[src/rtl/sle_pkg.sv]
// Shared types for the SLE bank readback path: FSM state encoding and counter sizing.
package sle_pkg;

    typedef enum logic [1:0] {
        IDLE    = 2'd0,
        SHIFT   = 2'd1,
        PAR     = 2'd2,
        DONE_ST = 2'd3
    } sle_state_e;

    // The counter must hold the value WIDTH itself, so it needs one extra code point.
    function automatic int cnt_w(input int width);
        return $clog2(width + 1);
    endfunction

endpackage

[src/rtl/sle_readback_shreg.sv]
// Parallel-load shift register for the readback path; presents the next bit to send on bit_o.
module sle_readback_shreg #(
    parameter int WIDTH     = 8,
    parameter int MSB_FIRST = 1
) (
    input  logic             clk,
    input  logic             srst,
    input  logic             load,
    input  logic             shift,
    input  logic [WIDTH-1:0] d,
    output logic             bit_o
);

    logic [WIDTH-1:0] shreg_q;
    logic [WIDTH-1:0] shreg_d;
    logic [WIDTH-1:0] shifted;

    generate
        if (MSB_FIRST != 0) begin : g_msb
            assign shifted = {shreg_q[WIDTH-2:0], 1'b0};
            assign bit_o   = shreg_q[WIDTH-1];
        end else begin : g_lsb
            assign shifted = {1'b0, shreg_q[WIDTH-1:1]};
            assign bit_o   = shreg_q[0];
        end
    endgenerate

    // Load has priority; the controller never asserts both in the same cycle anyway.
    always_comb begin
        shreg_d = shreg_q;
        if (load) begin
            shreg_d = d;
        end else if (shift) begin
            shreg_d = shifted;
        end
    end

    always_ff @(posedge clk) begin
        if (srst) begin
            shreg_q <= '0;
        end else begin
            shreg_q <= shreg_d;
        end
    end

endmodule

[src/rtl/sle_bank_readback.sv]
// Snapshots the SLE bank Q word on request and streams it out serially over a valid/ready
// handshake, optionally followed by an even-parity bit.
module sle_bank_readback
    import sle_pkg::*;
#(
    parameter int WIDTH     = 8,
    parameter int MSB_FIRST = 1,
    parameter int PARITY_EN = 1
) (
    input  logic             CLK,
    input  logic             RST,
    input  logic             CAP_REQ,
    input  logic [WIDTH-1:0] BANK_Q,
    input  logic             SO_RDY,
    output logic             SO,
    output logic             SO_VLD,
    output logic             BUSY,
    output logic             DONE
);

    localparam int CW = cnt_w(WIDTH);

    sle_state_e    state_q, state_d;
    logic [CW-1:0] cnt_q, cnt_d;
    logic          par_q, par_d;
    logic          load;
    logic          shift;
    logic          cur_bit;

    sle_readback_shreg #(
        .WIDTH     (WIDTH),
        .MSB_FIRST (MSB_FIRST)
    ) u_shreg (
        .clk   (CLK),
        .srst  (RST),
        .load  (load),
        .shift (shift),
        .d     (BANK_Q),
        .bit_o (cur_bit)
    );

    always_comb begin
        state_d = state_q;
        cnt_d   = cnt_q;
        par_d   = par_q;
        load    = 1'b0;
        shift   = 1'b0;
        SO      = 1'b0;
        SO_VLD  = 1'b0;
        BUSY    = 1'b1;
        DONE    = 1'b0;
        case (state_q)
            IDLE: begin
                BUSY = 1'b0;
                if (CAP_REQ) begin
                    load    = 1'b1;
                    cnt_d   = CW'(WIDTH);
                    par_d   = (PARITY_EN != 0) ? ^BANK_Q : 1'b0;
                    state_d = SHIFT;
                end
            end
            SHIFT: begin
                SO_VLD = 1'b1;
                SO     = cur_bit;
                if (SO_RDY) begin
                    shift = 1'b1;
                    cnt_d = cnt_q - CW'(1);
                    // The transfer of the last data bit is the one that takes the count to zero.
                    if (cnt_q == CW'(1)) begin
                        state_d = (PARITY_EN != 0) ? PAR : DONE_ST;
                    end
                end
            end
            PAR: begin
                SO_VLD = 1'b1;
                SO     = par_q;
                if (SO_RDY) begin
                    state_d = DONE_ST;
                end
            end
            DONE_ST: begin
                DONE    = 1'b1;
                state_d = IDLE;
            end
            default: begin
                state_d = IDLE;
            end
        endcase
    end

    always_ff @(posedge CLK) begin
        if (RST) begin
            state_q <= IDLE;
            cnt_q   <= '0;
            par_q   <= 1'b0;
        end else begin
            state_q <= state_d;
            cnt_q   <= cnt_d;
            par_q   <= par_d;
        end
    end

endmodule

[config.mk]
export PLATFORM = sky130hd
export DESIGN_NAME = sle_bank_readback
export DESIGN_NICKNAME = d
export VERILOG_FILES = /design/src/rtl/sle_pkg.sv /design/src/rtl/sle_readback_shreg.sv /design/src/rtl/sle_bank_readback.sv
export SDC_FILE = /design/constraint.sdc
export NUM_CORES = 1
export LEC_CHECK = 0
export CORE_MARGIN = 2
export CORE_UTILIZATION = 40
export DETAILED_ROUTE_END_ITERATION = 10
export GPL_TIMING_DRIVEN = 1
export SYNTH_ARGS = -nofsm -noshare
export SYNTH_HDL_FRONTEND = slang
export SYNTH_SLANG_ARGS = --single-unit
export TNS_END_PERCENT = 100
[constraint.sdc]
create_clock -name CLK -period 4.35 [get_ports CLK]
set_input_delay 1.0875 -clock CLK [delete_from_list [all_inputs] [get_ports CLK]]
set_output_delay 1.0875 -clock CLK [all_outputs]
set_load 0.1 [all_outputs]
Run 1, routed metal, one colour a layer:
Scale: 12 px per um. Two of the layers only.
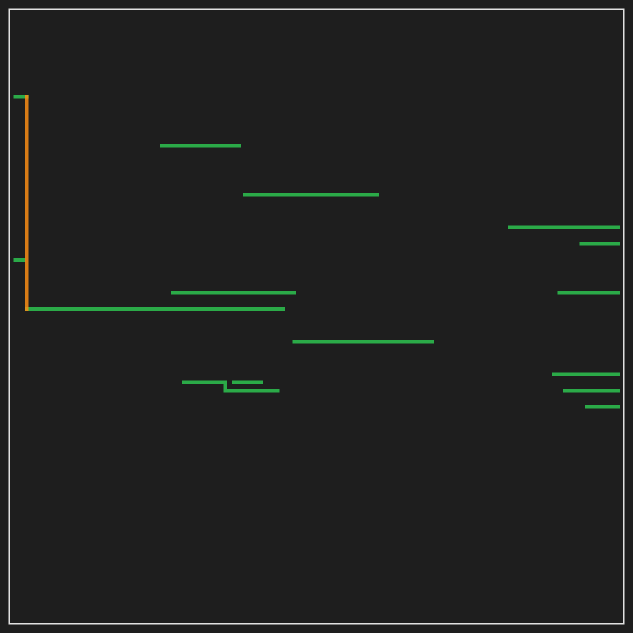
colour	layer	wire length
orange	metal 4	17.7 um
green	metal 3	103 um
via count of the routed design: 784
final routed wire length divided by cell count: 12.01 um
GRT Overall Usage: 15.99%
detailed-route wire length: 1.790 mm

Run 1, clock routing:
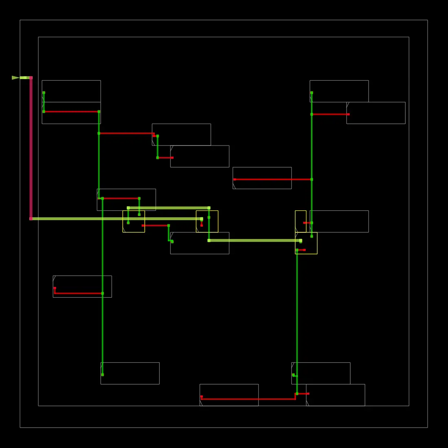
power in the clock group: 0.0781 mW
layout clock buffer count: 4
worst-skew pair later-pin latency: 0.28 ns
Layout Skew: 0.001156 ns

Run 1, port wiring:
Scale: 8 px per um.
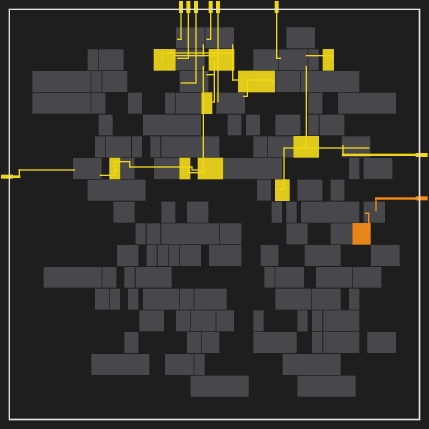
colour	port	bits	direction	end cells	buffers	wire
orange	SO	1	output	1	1	9.00 um
yellow	BANK_Q	8	input	12	8	159 um
IO Port Bufs: 15
total I/O pin count: 16

==> results_dict.tcl, run 1 <==
# flow metrics
set metrics [dict create \
    run_status "finished, final reports clean" \
    syn_to_final_growth_pct 20.59 \
    post_cts.resized_instances 0 \
    fp_util_pct 41.29 \
    floorplan.die_area_mm2 0.002611 \
    floorplan.core_area_mm2 0.002148 \
    power_combinational_mw 0.409 \
    synth_sequential_area_ratio_pct 33.85 \
    cells_along_the_critical_path "inv_1 -> ha_1 -> inv_1 -> clkdlybuf4s50_1" \
    worst_setup_hold_path_clk_slew_ns 0.08 \
    final_critical_path_setup_slack_ns 1.014 \
    tns_ns 0 \
    post_cts_hold_buffer_count 0 \
    synth_flop_count 15 \
    pnr_total_power_mw 0.6996 \
    max_freq_mhz 299.7 \
    synth.yosys.num_cells 108 \
    min_delay_path_depth 2 \
    adder_area_share_pct 8.463 \
    worstHoldStart "u_shreg.shreg_q[0]" \
    initial_antenna_violation_count 0 \
    hold-worst-slack_ns 0.4845 \
    yosysChipArea_um2 887.1 \
    net-switching-power_mw 0.3429 \
    holdPathEnd "u_shreg.shreg_q[0]" \
    fp.dieW_um 51.10 \
    warning_count 30 \
    commonest_cells_in_the_netlist "sky130_fd_sc_hd__dfxtp_1, sky130_fd_sc_hd__nor2_1, sky130_fd_sc_hd__nand2_1" \
    final_area_mm2 0.001070 \
    timing.final.max_slew_violations 0 \
    final_cells 149 \
    detailedRoute.firstIterationViolations 14 \
    yosys.area_share.xor_xnor_pct 7.898 \
    worst_ir_drop_vdd_mv 0.4371 \
    critical_path.endpoint_type "primary output" \
    grt.overflow.total 0 \
    syn-num-nets 126 \
    p_int_mw 0.3568 \
    final_min_period_ns 3.336 \
    r2r-end "state_q[1]" \
    netlist-cell-type-count 28 \
    yosys.area.top_type_share_pct 33.85 \
    reg2regPathDepth 6 \
    worstReg2RegStart "state_q[1]" \
    path_common_cell "sky130_fd_sc_hd__inv_1" \
    ys_top_logic_family "simple AND/OR/NAND/NOR gates" \
    critPathBufInv 3 \
    postSynth.asyncResetShare_pct 0 \
    r2r_setup_slack_ns 2.54 \
    clock_sinks 15 \
    pre_cts_slack_ns 1.323 \
    num-nets-final 140 \
    cts.htree.levels 1 \
    yosys.cell_count.top_type "sky130_fd_sc_hd__dfxtp_1" \
    post_synth_inst_count 108 \
    yosys_most_used_dff "sky130_fd_sc_hd__dfxtp_1" \
    powerDensity_mw_per_mm2 654.0 \
    post_synth_instance_area_um2 887.1 \
    clock_tree_root_buffer_cell "sky130_fd_sc_hd__clkbuf_4" \
    cpPeakStageDelay_ns 1.12 \
    num-fill-cells 202 \
    synthesis.yosys.warnings 0 \
    compound_area_share_pct 18.76 \
    rsz_0062_raised_after_global_routing "no" \
    worst_path_class_setup "reg -> out" \
    synth.area.top_cells "sky130_fd_sc_hd__dfxtp_1, sky130_fd_sc_hd__ha_1, sky130_fd_sc_hd__a311oi_1" \
    finalClockPeriodUsage_pct 76.69 \
    largestPowerGroup "combinational cells" \
    cp-startpoint "state_q[0]" \
    die_h_um 51.10 \
    lay_top_count "sky130_fd_sc_hd__dfxtp_1" \
    worstHoldPathType "reg -> reg" \
    antenna-diode-count 0 \
    clk_path_buf_depth 2 \
    slew-limit-headroom_pct 35.55 \
    number_of_flops_mapped_to_enable_cells_by_yosys 0 \
    timing.critical_path.to "BUSY" \
    critPathMaxFanout 9 \
    setup_viol 0 \
    crit_arrival_ns 2.25 \
    worstSetupStartpointType "register" \
    clock_power_share_pct 11.2 \
    core.rowCount 17 \
    placed_cell_area_mm2 0.001044 \
    layout-drive-gt1-share_pct 7.438 \
    leakagePower_nw 0.3838 \
    synth-simple-area-share_pct 23.55 \
    pin_count_of_the_biggest_net_entering_global_routing 19 \
    critical_path_cell_count 4 \
    proportion_of_power_drawn_by_combinational_gates_pct 58.4 \
    cpLargestDelayFamily "buffers and inverters" \
    numCtsBuffers 3 \
    placed_insts 145 \
    net_sw_share_pct 49.01 \
    maxCapViolCount 0 \
    synth_area_per_cell_um2 8.214 \
    route.detailed.vias_per_inst 5.262 \
    gp_congestion 0.8095 \
    cp.required_ns 3.26 \
    finish.utilization_pct 49.80 \
    seq_power_mw 0.213 \
    report.final.hold_viol_count 0 \
    place_hpwl_mm 1.296 \
]
run 1: worst min-delay path, delay by kind of cell, from the launching register on:
kind	cells	cell delay, ns
simple gates	1	0.06
compound gates	1	0.06
flops	1	0.32
run 1: layout make-up:
type | count | area, um^2 | share of cell area (%)
multi-input cells | 82 | 541.8 | 50.64
well taps | 28 | 35.03 | 3.275
flip-flops and latches | 15 | 300.3 | 28.07
repair buffers | 15 | 147.6 | 13.80
clock buffers | 4 | 26.28 | 2.456
inverters | 5 | 18.77 | 1.754
run 1: registers in the layout, summed over array words and instances, names as in the netlist:
name             flops
cnt_q                4
par_q                1
state_q              2
u_shreg.shreg_q      8
run 1: routing by layer:
layer / wire (um) / global-route usage [%]
met3: 102 / 6.140
met2: 824 / 23.81
met4: 17 / 4.054
met5: 0 / 0
met1: 846 / 21.56
## Run 2: what changed since run 1
--- a/config.mk
+++ b/config.mk
@@ -9,6 +9,7 @@
 export CORE_UTILIZATION = 40
 export DETAILED_ROUTE_END_ITERATION = 10
 export GPL_TIMING_DRIVEN = 1
+export PLACE_DENSITY = 0.66
 export SYNTH_ARGS = -nofsm -noshare
 export SYNTH_HDL_FRONTEND = slang
 export SYNTH_SLANG_ARGS = --single-unit
==> constraint.sdc (replaced) <==
create_clock -name CLK -period 2.81 [get_ports CLK]
set_input_delay 0.7025 -clock CLK [delete_from_list [all_inputs] [get_ports CLK]]
set_output_delay 0.7025 -clock CLK [all_outputs]
set_load 0.1 [all_outputs]
Run 2, layout detail:
Region (28, 28) to (48, 48) um. Cells in grey, sequential cells in the stronger grey; small squares are vias.
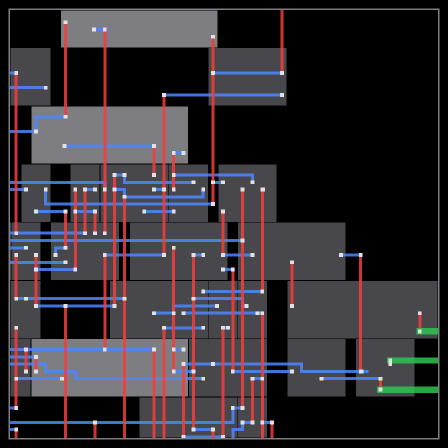
colour	layer
green	metal 3
blue	metal 1
red	metal 2
sequential cells in the window	3
most frequent	nor2_1 (3), ha_1 (3), dfxtp_1 (3)
cells with their middle in the window	25

Run 2, clock routing:
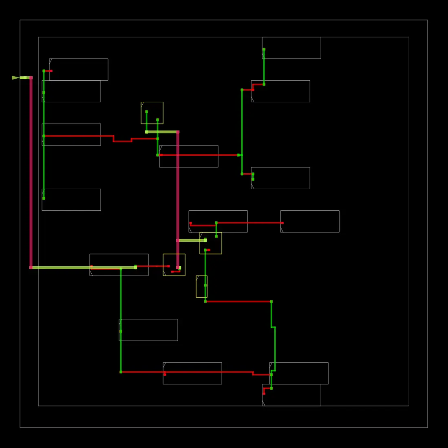
cts bufs inserted: 3
Layout Skew: 0.004208 ns

==> run 2 against run 1 <==
- utilization increased by 0.93 points
- first-iteration DRC count is 29% lower
- clock power grew 59%
- routed wire length grew 5.0%
- sequential cell count is the same
- clock skew grew 0.0031 ns
- worst hold slack worse by 0.011 ns
- cell count increased by 0.67%
- combinational power rose by 59%
- synthesized cell count unchanged
==> results_dict.tcl, run 2 <==
# flow metrics
set metrics [dict create \
    synth-simple-area-share_pct 23.55 \
    min_delay_path_depth 2 \
    io_pins 16 \
    post-route-drc-count 0 \
    final_critical_path_setup_slack_ns 0.2768 \
    compound_area_share_pct 18.76 \
    cts.htree.levels 1 \
    critical_path.endpoint_type "primary output" \
    drt-wirelength-per-cell_um 12.53 \
    die_h_um 51.10 \
    reg2regPathDepth 6 \
    groute.layer.met1.usage_pct 18.03 \
    pin_count_of_the_biggest_net_entering_global_routing 19 \
    worstHoldPathType "reg -> reg" \
    cpPeakStageDelay_ns 0.56 \
    met2_wirelength_um 926 \
    lay_top_count "sky130_fd_sc_hd__dfxtp_1" \
    commonest_cells_in_the_netlist "sky130_fd_sc_hd__dfxtp_1, sky130_fd_sc_hd__nor2_1, sky130_fd_sc_hd__nand2_1" \
    worst_path_class_setup "reg -> out" \
    number_of_flops_mapped_to_enable_cells_by_yosys 0 \
    syn_to_final_growth_pct 22.85 \
    adder_area_share_pct 8.463 \
    yosys_most_used_dff "sky130_fd_sc_hd__dfxtp_1" \
    holdPathEnd "cnt_q[1]" \
    grt.met3_usage_pct 2.632 \
    slew-limit-headroom_pct 58.36 \
    synth_sequential_area_ratio_pct 33.85 \
    powerDensity_mw_per_mm2 1010 \
    synth.yosys.num_cells 108 \
    tritoncts "done" \
    reg.largest.list "u_shreg.shreg_q (8), cnt_q (4), state_q (2)" \
    cpLargestDelayFamily "adder cells" \
    grt_busiest_layer "met2" \
    number_of_flip_flops_in_the_largest_register 8 \
    netlist-cell-type-count 28 \
    ff_latch_area_um2 300.3 \
    clock_tree_root_buffer_cell "sky130_fd_sc_hd__clkbuf_4" \
    yosys.area_share.xor_xnor_pct 7.898 \
    yosys.area.top_type_share_pct 33.85 \
    layout-drive-gt1-share_pct 11.48 \
    final_cells 150 \
    route.detailed.vias_per_inst 5.440 \
    post_synth_mux_area_share_pct 2.398 \
    critPathMaxFanout 18 \
    tns_ns 0 \
    largest_register "u_shreg.shreg_q" \
    worst_setup_hold_path_clk_slew_ns 0.09 \
    floorplan.core_area_mm2 0.002148 \
    finish.utilization_pct 50.73 \
    cells_along_the_critical_path "inv_1 -> ha_1 -> a22oi_1 -> nor2b_4 -> buf_12" \
    gp_congestion 0.7566 \
    warning_count 30 \
    num-fill-cells 216 \
    drt-pass1-iter-count 4 \
    track_usage_pct 16.08 \
    post_synth_inst_count 108 \
    fp_util_pct 41.29 \
    vias 816 \
    place_hpwl_mm 1.382 \
    ys_top_logic_family "simple AND/OR/NAND/NOR gates" \
    cp-startpoint "state_q[1]" \
    hold-worst-slack_ns 0.4734 \
    leakagePower_nw 0.3986 \
    synth_area_per_cell_um2 8.214 \
    worstSetupStartpointType "register" \
    crit_arrival_ns 1.83 \
    post_cts.resized_instances 0 \
    cp.required_ns 2.11 \
    antenna-diode-count 0 \
    clk_path_buf_depth 2 \
    worst_ir_drop_vdd_mv 0.6288 \
    clock.latency.late_pin_ns 0.28 \
    final_min_period_ns 2.533 \
    pre_cts_slack_ns 0.5920 \
    post_cts_setup_buffers 0 \
    grt.overflow.total 0 \
    placed_cell_area_mm2 0.001064 \
    drt_wl_total_mm 1.879 \
    floorplan.die_area_mm2 0.002611 \
    routedLengthMet1_um 855 \
    timing.final.max_slew_violations 0 \
    r2r_setup_slack_ns 0.97 \
    worstMarginPinSlew_ns 0.6246 \
    pnr_total_power_mw 1.101 \
    synth.area.top_cells "sky130_fd_sc_hd__dfxtp_1, sky130_fd_sc_hd__ha_1, sky130_fd_sc_hd__a311oi_1" \
    max_freq_mhz 394.8 \
    clock_sinks 15 \
    largest_area_cell "sky130_fd_sc_hd__dfxtp_1" \
    io_buffer_count 15 \
    maxCapViolCount 0 \
    post_cts_hold_buffer_count 0 \
    grt_pass1_vias 715 \
    critPathBufInv 2 \
    run_status "finished, final reports clean" \
    synthesis.yosys.warnings 0 \
    combGateArea_um2 549.3 \
    yosysChipArea_um2 887.1 \
    core.rowCount 17 \
    detailedRoute.firstIterationViolations 10 \
    finalClockPeriodUsage_pct 90.15 \
    worstHoldStart "cnt_q[1]" \
    synth_flop_count 15 \
    postRouteAntennaNets 0 \
    setup_viol 0 \
    fp.dieW_um 51.10 \
    syn-num-nets 126 \
    cpMaxStageDelayCell "sky130_fd_sc_hd__ha_1" \
    critical_path_cell_count 5 \
    grt_pass1_wl_mm 3.091 \
    yosys.cell_count.top_type "sky130_fd_sc_hd__dfxtp_1" \
    timing.critical_path.to "SO" \
    top_layer_used "met4" \
    wl_met3_um 56 \
    r2r-end "state_q[1]" \
    final_area_mm2 0.001090 \
    postSynth.asyncResetShare_pct 0 \
    initial_antenna_violation_count 0 \
    final_cell_mix "sky130_fd_sc_hd__dfxtp_1, sky130_fd_sc_hd__nor2_1, sky130_fd_sc_hd__nand2_1" \
    worstReg2RegStart "state_q[1]" \
    post_synth_instance_area_um2 887.1 \
    placed_insts 146 \
    gr-usage-met2_pct 28.35 \
    report.final.hold_viol_count 0 \
    rsz_0062_raised_after_global_routing "no" \
    num-nets-final 141 \
]
## run 2: worst min-delay path, stage by stage, from the launching register on
cell and delay [ns]:
sky130_fd_sc_hd__dfxtp_1 0.33, sky130_fd_sc_hd__nand2_1 0.05, sky130_fd_sc_hd__a21oi_1 0.05
## run 2: area by class of cell
| cell class | instances | area share (%) |
|---|---|---|
| Multi-Input combinational cell | 82 | 50.40 |
| Sequential cell | 15 | 27.55 |
| Timing Repair Buffer | 16 | 14.70 |
| Tap cell | 28 | 3.215 |
| Inverter | 5 | 1.722 |
| Clock buffer | 4 | 2.411 |
## run 2: report_power, final
part	switching (mW)	internal (mW)	total (mW)	leakage, nW
Sequential	0.0453	0.281	0.326	0.124
Combinational	0.430	0.220	0.650	0.260
Clock	0.0693	0.0551	0.124	0.0150
No activity file was given, so power comes from the tool's default toggle rates.
